===== config.mk =====
export PLATFORM = sky130hd
export DESIGN_NAME = ftdi_pkt_arbiter
export DESIGN_NICKNAME = d
export VERILOG_FILES = /design/src/rtl/ftdi_pkg.sv /design/src/rtl/ftdi_pkt_arbiter_counter.sv /design/src/rtl/ftdi_pkt_arbiter.sv
export SDC_FILE = /design/constraint.sdc
export NUM_CORES = 1
export LEC_CHECK = 0
export ABC_AREA = 1
export CORE_UTILIZATION = 55
export CTS_CLUSTER_SIZE = 8
export DETAILED_ROUTE_END_ITERATION = 6
export GPL_ROUTABILITY_DRIVEN = 1
export PLACE_DENSITY = 0.82
export SYNTH_ARGS = -nofsm -noshare
export SYNTH_HDL_FRONTEND = slang
export SYNTH_SLANG_ARGS = --single-unit

===== constraint.sdc =====
create_clock -name clock -period 4.6 [get_ports clock]
set_clock_uncertainty 0.15 [all_clocks]
set_input_delay 0.92 -clock clock [delete_from_list [all_inputs] [get_ports clock]]
set_output_delay 0.92 -clock clock [all_outputs]
set_load 0.05 [all_outputs]

===== src/rtl/ftdi_pkg.sv =====
// ftdi_pkg
// Shared types and constants for the FTDI packet arbiter.
//   state_e   : arbiter FSM states
//   src_e     : grant / source encoding (NONE, CTRL, DATA)
//   MAX_PKT   : largest packet the FTDI 1k queue holds
//   len_decode: maps a 10-bit request length to an 11-bit byte count
package ftdi_pkg;

    typedef enum logic [1:0] {
        S_IDLE  = 2'd0,
        S_FILL  = 2'd1,
        S_LOAD  = 2'd2,
        S_GUARD = 2'd3
    } state_e;

    typedef enum logic [1:0] {
        SRC_NONE = 2'b00,
        SRC_CTRL = 2'b01,
        SRC_DATA = 2'b10
    } src_e;

    localparam logic [10:0] MAX_PKT = 11'd1024;

    // A length of zero encodes a full 1024-byte packet.
    function automatic logic [10:0] len_decode(input logic [9:0] len);
        if (len == 10'd0) begin
            len_decode = MAX_PKT;
        end else begin
            len_decode = {1'b0, len};
        end
    endfunction

endpackage


===== src/rtl/ftdi_pkt_arbiter_counter.sv =====
// ftdi_pkt_arbiter_counter
// Generic up-counter with synchronous clear (clear has priority over inc).
//   clock : system clock
//   clr   : synchronous clear to zero
//   inc   : increment by one
//   count : current count
module ftdi_pkt_arbiter_counter #(
    parameter int WIDTH = 8
) (
    input  logic             clock,
    input  logic             clr,
    input  logic             inc,
    output logic [WIDTH-1:0] count
);

    logic [WIDTH-1:0] count_q;
    logic [WIDTH-1:0] count_d;

    // Next-count selection.
    always_comb begin
        count_d = count_q;
        if (clr) begin
            count_d = '0;
        end else if (inc) begin
            count_d = count_q + WIDTH'(1);
        end else begin
            count_d = count_q;
        end
    end

    // Count register.
    always_ff @(posedge clock) begin
        count_q <= count_d;
    end

    assign count = count_q;

endmodule


===== src/rtl/ftdi_pkt_arbiter.sv =====
// ftdi_pkt_arbiter
// Arbitrates two byte sources (control, data) into the FTDI 1k packet queue.
// One source is granted per packet; its bytes are forwarded with zero latency,
// the packet is committed with load_1k, and a guard interval follows before
// the next grant. A stalled packet is aborted after TIMEOUT idle cycles.
//   clock, reset, clear        : clock, sync active-high reset, sync soft clear
//   c_req/c_len/c_valid/c_data : control source request and byte stream
//   c_ready                    : control byte accepted
//   d_*                        : same for the data source
//   wrq_full                   : FTDI queue full
//   wrreq/data_wr              : queue write strobe and byte
//   load_1k/wr_clear           : packet commit / queue flush pulses
//   grant/busy/err_timeout     : status
module ftdi_pkt_arbiter
    import ftdi_pkg::*;
#(
    parameter int GUARD_CYCLES = 1100,
    parameter int TIMEOUT      = 256
) (
    input  logic       clock,
    input  logic       reset,
    input  logic       clear,
    input  logic       c_req,
    input  logic [9:0] c_len,
    input  logic       c_valid,
    input  logic [7:0] c_data,
    output logic       c_ready,
    input  logic       d_req,
    input  logic [9:0] d_len,
    input  logic       d_valid,
    input  logic [7:0] d_data,
    output logic       d_ready,
    input  logic       wrq_full,
    output logic       wrreq,
    output logic [7:0] data_wr,
    output logic       load_1k,
    output logic       wr_clear,
    output logic [1:0] grant,
    output logic       busy,
    output logic       err_timeout
);

    localparam int GW = $clog2(GUARD_CYCLES + 1);
    localparam int TW = $clog2(TIMEOUT + 1);

    state_e      state_q, state_d;
    src_e        grant_q, grant_d;
    src_e        last_grant_q, last_grant_d;
    logic [10:0] len_q, len_d;
    logic        load_1k_q, load_1k_d;
    logic        wr_clear_q, wr_clear_d;
    logic        err_timeout_q, err_timeout_d;
    logic        busy_q, busy_d;

    logic          rst_s;
    logic          fill_s;
    logic          c_xfer_s;
    logic          d_xfer_s;
    logic          xfer_s;
    logic [10:0]   byte_cnt_s;
    logic [GW-1:0] guard_cnt_s;
    logic [TW-1:0] tout_cnt_s;

    assign rst_s  = reset | clear;
    assign fill_s = (state_q == S_FILL);

    // Ready is suppressed during reset/clear so no byte is taken that the
    // cleared state would forget.
    assign c_ready  = fill_s & (grant_q == SRC_CTRL) & ~wrq_full & ~rst_s;
    assign d_ready  = fill_s & (grant_q == SRC_DATA) & ~wrq_full & ~rst_s;
    assign c_xfer_s = c_ready & c_valid;
    assign d_xfer_s = d_ready & d_valid;
    assign xfer_s   = c_xfer_s | d_xfer_s;
    assign wrreq    = xfer_s;

    // Byte mux toward the queue; zero when nothing is written.
    always_comb begin
        data_wr = 8'd0;
        if (c_xfer_s) begin
            data_wr = c_data;
        end else if (d_xfer_s) begin
            data_wr = d_data;
        end else begin
            data_wr = 8'd0;
        end
    end

    ftdi_pkt_arbiter_counter #(.WIDTH(11)) u_byte_cnt (
        .clock (clock),
        .clr   (rst_s | ~fill_s),
        .inc   (xfer_s),
        .count (byte_cnt_s)
    );

    ftdi_pkt_arbiter_counter #(.WIDTH(GW)) u_guard_cnt (
        .clock (clock),
        .clr   (rst_s | (state_q != S_GUARD)),
        .inc   (1'b1),
        .count (guard_cnt_s)
    );

    // Counts consecutive non-transfer FILL cycles, including wrq_full stalls.
    ftdi_pkt_arbiter_counter #(.WIDTH(TW)) u_tout_cnt (
        .clock (clock),
        .clr   (rst_s | ~fill_s | xfer_s),
        .inc   (1'b1),
        .count (tout_cnt_s)
    );

    // Next-state and registered-output logic.
    always_comb begin
        state_d       = state_q;
        grant_d       = grant_q;
        last_grant_d  = last_grant_q;
        len_d         = len_q;
        load_1k_d     = 1'b0;
        wr_clear_d    = 1'b0;
        err_timeout_d = 1'b0;
        case (state_q)
            S_IDLE: begin
                if (c_req && (!d_req || last_grant_q != SRC_CTRL)) begin
                    state_d      = S_FILL;
                    grant_d      = SRC_CTRL;
                    last_grant_d = SRC_CTRL;
                    len_d        = len_decode(c_len);
                end else if (d_req) begin
                    state_d      = S_FILL;
                    grant_d      = SRC_DATA;
                    last_grant_d = SRC_DATA;
                    len_d        = len_decode(d_len);
                end else begin
                    grant_d = SRC_NONE;
                end
            end
            S_FILL: begin
                if (xfer_s && (byte_cnt_s + 11'd1 == len_q)) begin
                    state_d = S_LOAD;
                end else if (!xfer_s && (tout_cnt_s == TW'(TIMEOUT - 1))) begin
                    state_d       = S_IDLE;
                    grant_d       = SRC_NONE;
                    wr_clear_d    = 1'b1;
                    err_timeout_d = 1'b1;
                end else begin
                    state_d = S_FILL;
                end
            end
            S_LOAD: begin
                // load_1k registers out in the first GUARD cycle, one cycle
                // clear of the last wrreq.
                state_d   = S_GUARD;
                grant_d   = SRC_NONE;
                load_1k_d = 1'b1;
            end
            S_GUARD: begin
                // GUARD lasts the load_1k cycle plus GUARD_CYCLES more.
                if (guard_cnt_s == GW'(GUARD_CYCLES)) begin
                    state_d = S_IDLE;
                end else begin
                    state_d = S_GUARD;
                end
            end
            default: begin
                state_d = S_IDLE;
                grant_d = SRC_NONE;
            end
        endcase
        if (rst_s) begin
            state_d       = S_IDLE;
            grant_d       = SRC_NONE;
            last_grant_d  = SRC_DATA;
            len_d         = 11'd0;
            load_1k_d     = 1'b0;
            wr_clear_d    = 1'b0;
            err_timeout_d = 1'b0;
        end else begin
            len_d = len_d;
        end
        busy_d = (state_d != S_IDLE);
    end

    // State and registered outputs.
    always_ff @(posedge clock) begin
        state_q       <= state_d;
        grant_q       <= grant_d;
        last_grant_q  <= last_grant_d;
        len_q         <= len_d;
        load_1k_q     <= load_1k_d;
        wr_clear_q    <= wr_clear_d;
        err_timeout_q <= err_timeout_d;
        busy_q        <= busy_d;
    end

    assign grant       = grant_q;
    assign load_1k     = load_1k_q;
    assign wr_clear    = wr_clear_q;
    assign err_timeout = err_timeout_q;
    assign busy        = busy_q;

endmodule

**Run 1: I/O nets highlighted**

The bar under the picture is 20 µm long.
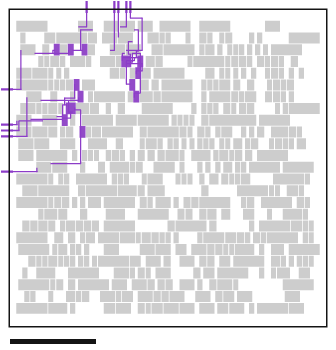
legend:
  purple:
    port: `d_len`
    direction: input
    edge: 5 west, 5 north
    end_cells: 13
    buffers: 10
    wire: 216 µm
Port Buffers: 60
IO Pins: 61

**Run 1: cell placement**

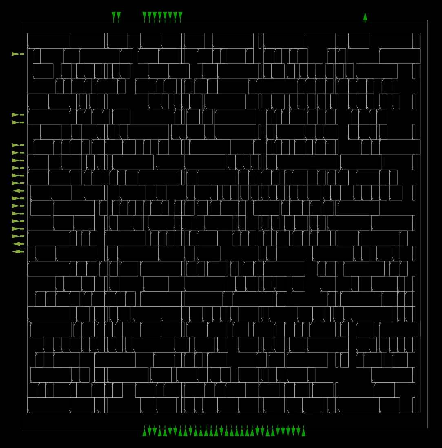
flop count: 51
final core utilization: 73.4%
row count: 25
tap cells: 67
Layout fillers: 405

**Run 1: signal wires on met2**

The bar under the picture is 20 µm long.
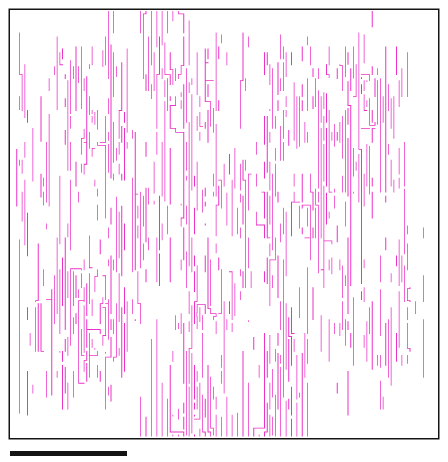
wire length on this layer: 3160 µm
main direction: vertical
M2 GR Usage: 45.5%
vias: 2790
final WL: 6480 µm

**Run 1: signal wires by layer**

Two of the layers only.
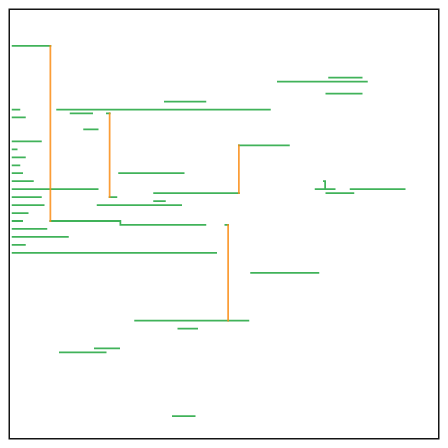
legend:
  orange:
    layer: M4
    wire_length: 68.7 µm
  green:
    layer: M3
    wire_length: 327 µm
drt wl/cell: 12.0 µm
gr usage total: 26.3%

==> reports/results.tsv, run 1 <==
stage	metric	value	unit
run_status	status	completed	
cts	TritonCTS Buffers	5	
cts	postcts setup bufs	0	
sta	Setup Viol. Count Final	0	
sta	WHS	0.308	ns
cts	clk sinks	51	
setup_path	Worst setup endpoint	wrreq	
worst_hold_path	hold path cells	1	
flow_run	OpenROAD warnings	30	
logic_synthesis	Yosys Chip Area	2780	µm²
sta	Tmin final	4.00	ns
logic_synthesis	register share after synthesis	36.7	%
setup_path	RR Endpoint	len_q[10]$_SDFFE_PP0P_	
worst_hold_path	Worst Min Path Start	u_tout_cnt.count[0]$_SDFF_PP0_	
layout	post-route cell area	3510	µm²
global_routing	initial antenna violation count	0	
layout	Gate Area	1440	µm²
logic_synthesis	mean post-synth cell area	6.72	µm²
cts	CTS root buf	clkbuf_8	
setup_path	CP Launch Type	primary input	
logic_synthesis	Mapped Area	2780	µm²
logic_synthesis	top cell type by total area after synthesis	dfxtp_1	
worst_hold_path	Hold Path Sink	u_tout_cnt.count[0]$_SDFF_PP0_	
setup_path	slowest CP cell	clkdlybuf4s50_1	
setup_path	R2R Setup Slk	2.35	ns
floorplan	Die Span X	73.1	µm
sta	setup_tns	0	ns
cts	clock tree buffer depth	2	
pwr	worst vdd ir	0.161	mV
sta	Worst Tran Pin Value	0.914	ns
setup_path	Critical Path Start	clear	
cts	clk latency late pin	0.30	ns
sta	Slew HR	39.1	%
logic_synthesis	Async SR Flop Fraction	0	%
detailed_routing	drt via density	5.16	
layout	area grow syn2layout	26.4	%
logic_synthesis	top cells by count	90 x nand2_1, 70 x inv_1, 51 x dfxtp_1, 40 x nand3_1, 38 x nor2_1	
layout	share of cells above drive strength 1	5.91	%
-- run 1: registers in the layout, indices dropped and copies added (netlist names) --
register	count
busy	1
err_timeout	1
grant	2
last_grant_q	2
len_q	11
load_1k	1
state_q	2
u_byte_cnt.count	11
u_guard_cnt.count	11
u_tout_cnt.count	9
-- run 1: kinds of logic after synthesis --
family	synth area share, %
fa+ha+maj	4.05
simple gates	33.6
flops	36.7
buf+inv	11.3
compound gates	13.1
xor+xnor	1.26
-- run 1: cell usage in the layout (no fill, tap or decap), drive strengths merged, types with 3 or more instances in the layout --
cell | synthesis | routed
a21oi | 16 | 16
a31oi | 6 | 6
buf | 6 | 10
clkbuf | 3 | 6
clkdlybuf4s50 | 0 | 52
dfxtp | 51 | 51
ha | 9 | 9
inv | 71 | 71
nand2 | 93 | 93
nand3 | 41 | 41
nand4 | 9 | 9
nor2 | 41 | 41
nor3 | 8 | 8
nor3b | 3 | 3
nor4 | 7 | 7
o211ai | 5 | 5
o21ai | 29 | 29
o22ai | 4 | 4
xor2 | 3 | 3
-- run 1: cell type report --
type	instances	area share, %
multi-input combinational	283	41.1
sequential	51	29.1
timing repair buffer	62	17.0
inverter	71	7.59
tap	67	2.39
clock buffer	6	2.07
clock inverter	1	0.855
-- run 1: report_power, final --
| group | internal [mW] | switching (mW) | total, mW |
|---|---|---|---|
| Sequential | 0.452 | 0.00994 | 0.461 |
| Clock | 0.160 | 0.142 | 0.301 |
| Combinational | 0.0563 | 0.0557 | 0.112 |
| Total | 0.667 | 0.207 | 0.875 |
-- run 1: per-layer routing --
metal | vias up | global-route usage (%)
met2 | 65 | 45.5
met3 | 8 | 5.94
met1 | 1244 | 32.3
met5 | - | 0
met4 | 0 | 8.28
li1 | 1473 | -
**Run 1: sequential cells grouped by signal name**

Other sequential cells in the stronger gray, the rest of the logic in the fainter gray.
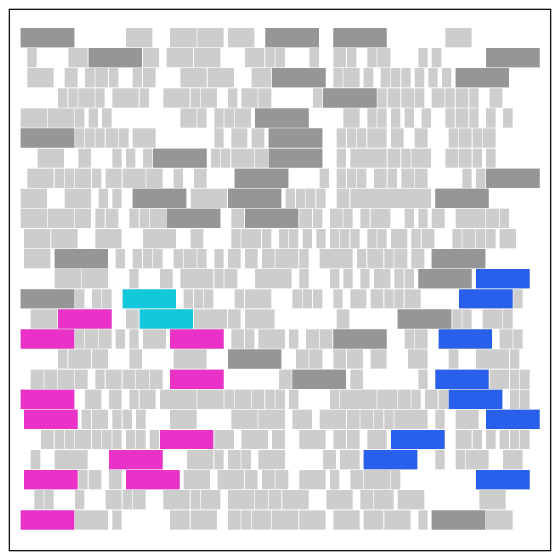

==> run 1 -> run 2 <==
--- a/config.mk
+++ b/config.mk
@@ -14,3 +14,4 @@
 export SYNTH_ARGS = -nofsm -noshare
 export SYNTH_HDL_FRONTEND = slang
 export SYNTH_SLANG_ARGS = --single-unit
+export TNS_END_PERCENT = 1
==> constraint.sdc (replaced) <==
create_clock -name clock -period 5.06 [get_ports clock]
set_clock_uncertainty 0.15 [all_clocks]
set_input_delay 1.012 -clock clock [delete_from_list [all_inputs] [get_ports clock]]
set_output_delay 1.012 -clock clock [all_outputs]
set_load 0.05 [all_outputs]
**Run 2: sequential cells grouped by signal name**

Other sequential cells in the stronger gray, the rest of the logic in the fainter gray.
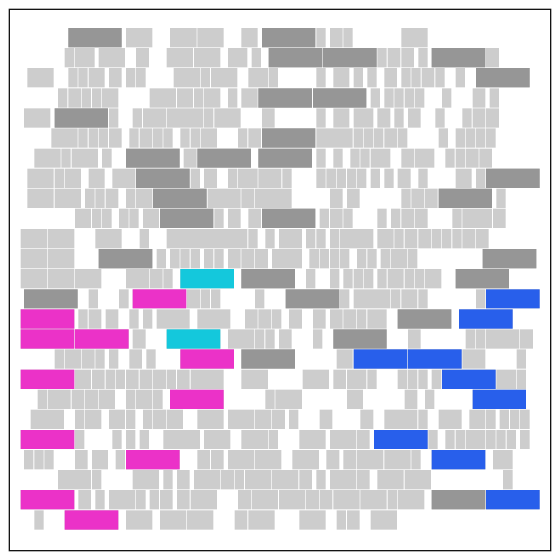
legend:
  blue:
    signal: `u_tout_cnt.count`
    placed_flops: 9
  cyan:
    signal: `state_q`
    placed_flops: 2
  magenta:
    signal: `u_guard_cnt.count`
    placed_flops: 11
not colored: 29
fraction of area in registers: 29.0%
Sequential Area: 1020 µm²
final core utilization: 73.7%
sequential cell power: 420 µW

==> run 2 against run 1 <==
Effect of this change: sequential power shrank 8.9%; utilization grew 0.26 points; wire length grew 2.0%; critical path depth grew 2; via count grew 1.1%; register-to-register slack gained 0.41 ns; setup slack lost 0.11 ns; area after synthesis is the same; critical endpoint is now data_wr[0]; largest power group unchanged.
==> reports/results.tsv, run 2 <==
stage	metric	value	unit	change
pwr	switching pwr	192	µW	-7.6%
pwr	Pint	607	µW	-9.1%
cts	clk latency late pin	0.31	ns	about the same
setup_path	CP Launch Type	primary input		
logic_synthesis	Mapped Area	2780	µm²	unchanged
placement	Port Buffers	60		unchanged
logic_synthesis	top cell type by total area after synthesis	dfxtp_1		
detailed_routing	vias	2821		+1.1%
layout	area grow syn2layout	26.8	%	
pwr	switch share	24.0	%	+0.30 points
pwr	Seq pwr share	52.6	%	about the same
global_routing	gr usage total	26.7	%	+0.35 points
setup_path	R2R Setup Slk	2.76	ns	+0.41 ns
detailed_routing	final WL	6610	µm	+2.0%
pwr	worst vdd ir	0.134	mV	-16%
sta	WHS	0.306	ns	-0.00252 ns
run_status	status	completed		
layout	Top cell excl fill/tap	nand2_1		
global_routing	GR Layer Usage met1	33.6	%	+1.4 points
floorplan	row count	25		unchanged
global_routing	GRT met3 Usage	6.35	%	+0.41 points
logic_synthesis	top cells by count	90 x nand2_1, 70 x inv_1, 51 x dfxtp_1, 40 x nand3_1, 38 x nor2_1		
sta	setup_tns	0	ns	unchanged
cts	CTS root buf	clkbuf_8		
global_routing	GR peak layer	met2		
sta	Worst Tran Pin Value	0.958	ns	+0.0436 ns
cts	clock tree buffer depth	2		unchanged
pwr	Logic pwr share	12.9	%	about the same
global_routing	initial antenna violation count	0		unchanged
pwr	share of power burned in the clock network	34.5	%	about the same
cts	clk sinks	51		unchanged
logic_synthesis	Async SR Flop Fraction	0	%	unchanged
logic_synthesis	register share after synthesis	36.7	%	unchanged
sta	Slew HR	36.2	%	-2.9 points
detailed_routing	drt wl/cell	12.2	µm	+2.1%
layout	share of cells above drive strength 1	4.02	%	-1.9 points
-- run 2: cell counts after synthesis --
No cell type changed its count.
-- run 2: layout make-up --
type	count	area (µm²)
clock buffers	6	72.6
clock inverters	1	30.0
fillers	384	1260
inverters	71	267
multi-input cells	283	1440
flip-flops and latches	51	1020
well taps	67	83.8
repair buffers	61	608
-- run 2: final timing paths --
kind	from	end	cells past startpoint
hold reg to reg	u_tout_cnt.count[0]$_SDFF_PP0_	u_tout_cnt.count[0]$_SDFF_PP0_	1
setup reg to reg	last_grant_q[1]$_SDFFE_PP1P_	len_q[1]$_SDFFE_PP0P_	7
hold / removal	u_tout_cnt.count[0]$_SDFF_PP0_	u_tout_cnt.count[0]$_SDFF_PP0_	1
setup / recovery	reset	data_wr[0]	9
-- run 2: through the flow --
| stage | total power, mW | util, % | area (µm²) | setup slack (ns) |
|---|---|---|---|---|
| 3_5_place_dp | 0.531 | 71.5 | 3420 | 0.466 |
| 4_1_cts | 0.803 | 73.7 | 3530 | 0.498 |
| 5_1_grt | 0.833 | 73.7 | 3530 | 0.241 |
| 3_3_place_gp | 0.529 | 71.5 | 3420 | 0.573 |
| 2_1_floorplan | 0.481 | - | 2780 | 0.964 |
| 6_report | 0.799 | 73.7 | 3530 | 0.491 |
-- run 2: worst register-to-register path: stages (launching register included) --
cell and delay, ns:
dfxtp_1 0.34, nor2_1 0.05, nand2_1 0.05, nand2_1 0.30
a21oi_2 0.88, nand3_1 0.23, o211ai_1 0.16, inv_1 0.05
-- run 2: kinds of logic after synthesis --
group                      synth area share [%]
and+or+nand+nor                            33.6
buffers and inverters                      11.3
AOI/OAI and AO/OA                          13.1
DFF                                        36.7
adders and majority gates                  4.05
xor gates and xnor gates                   1.26
Power and IR drop assume default switching activity.
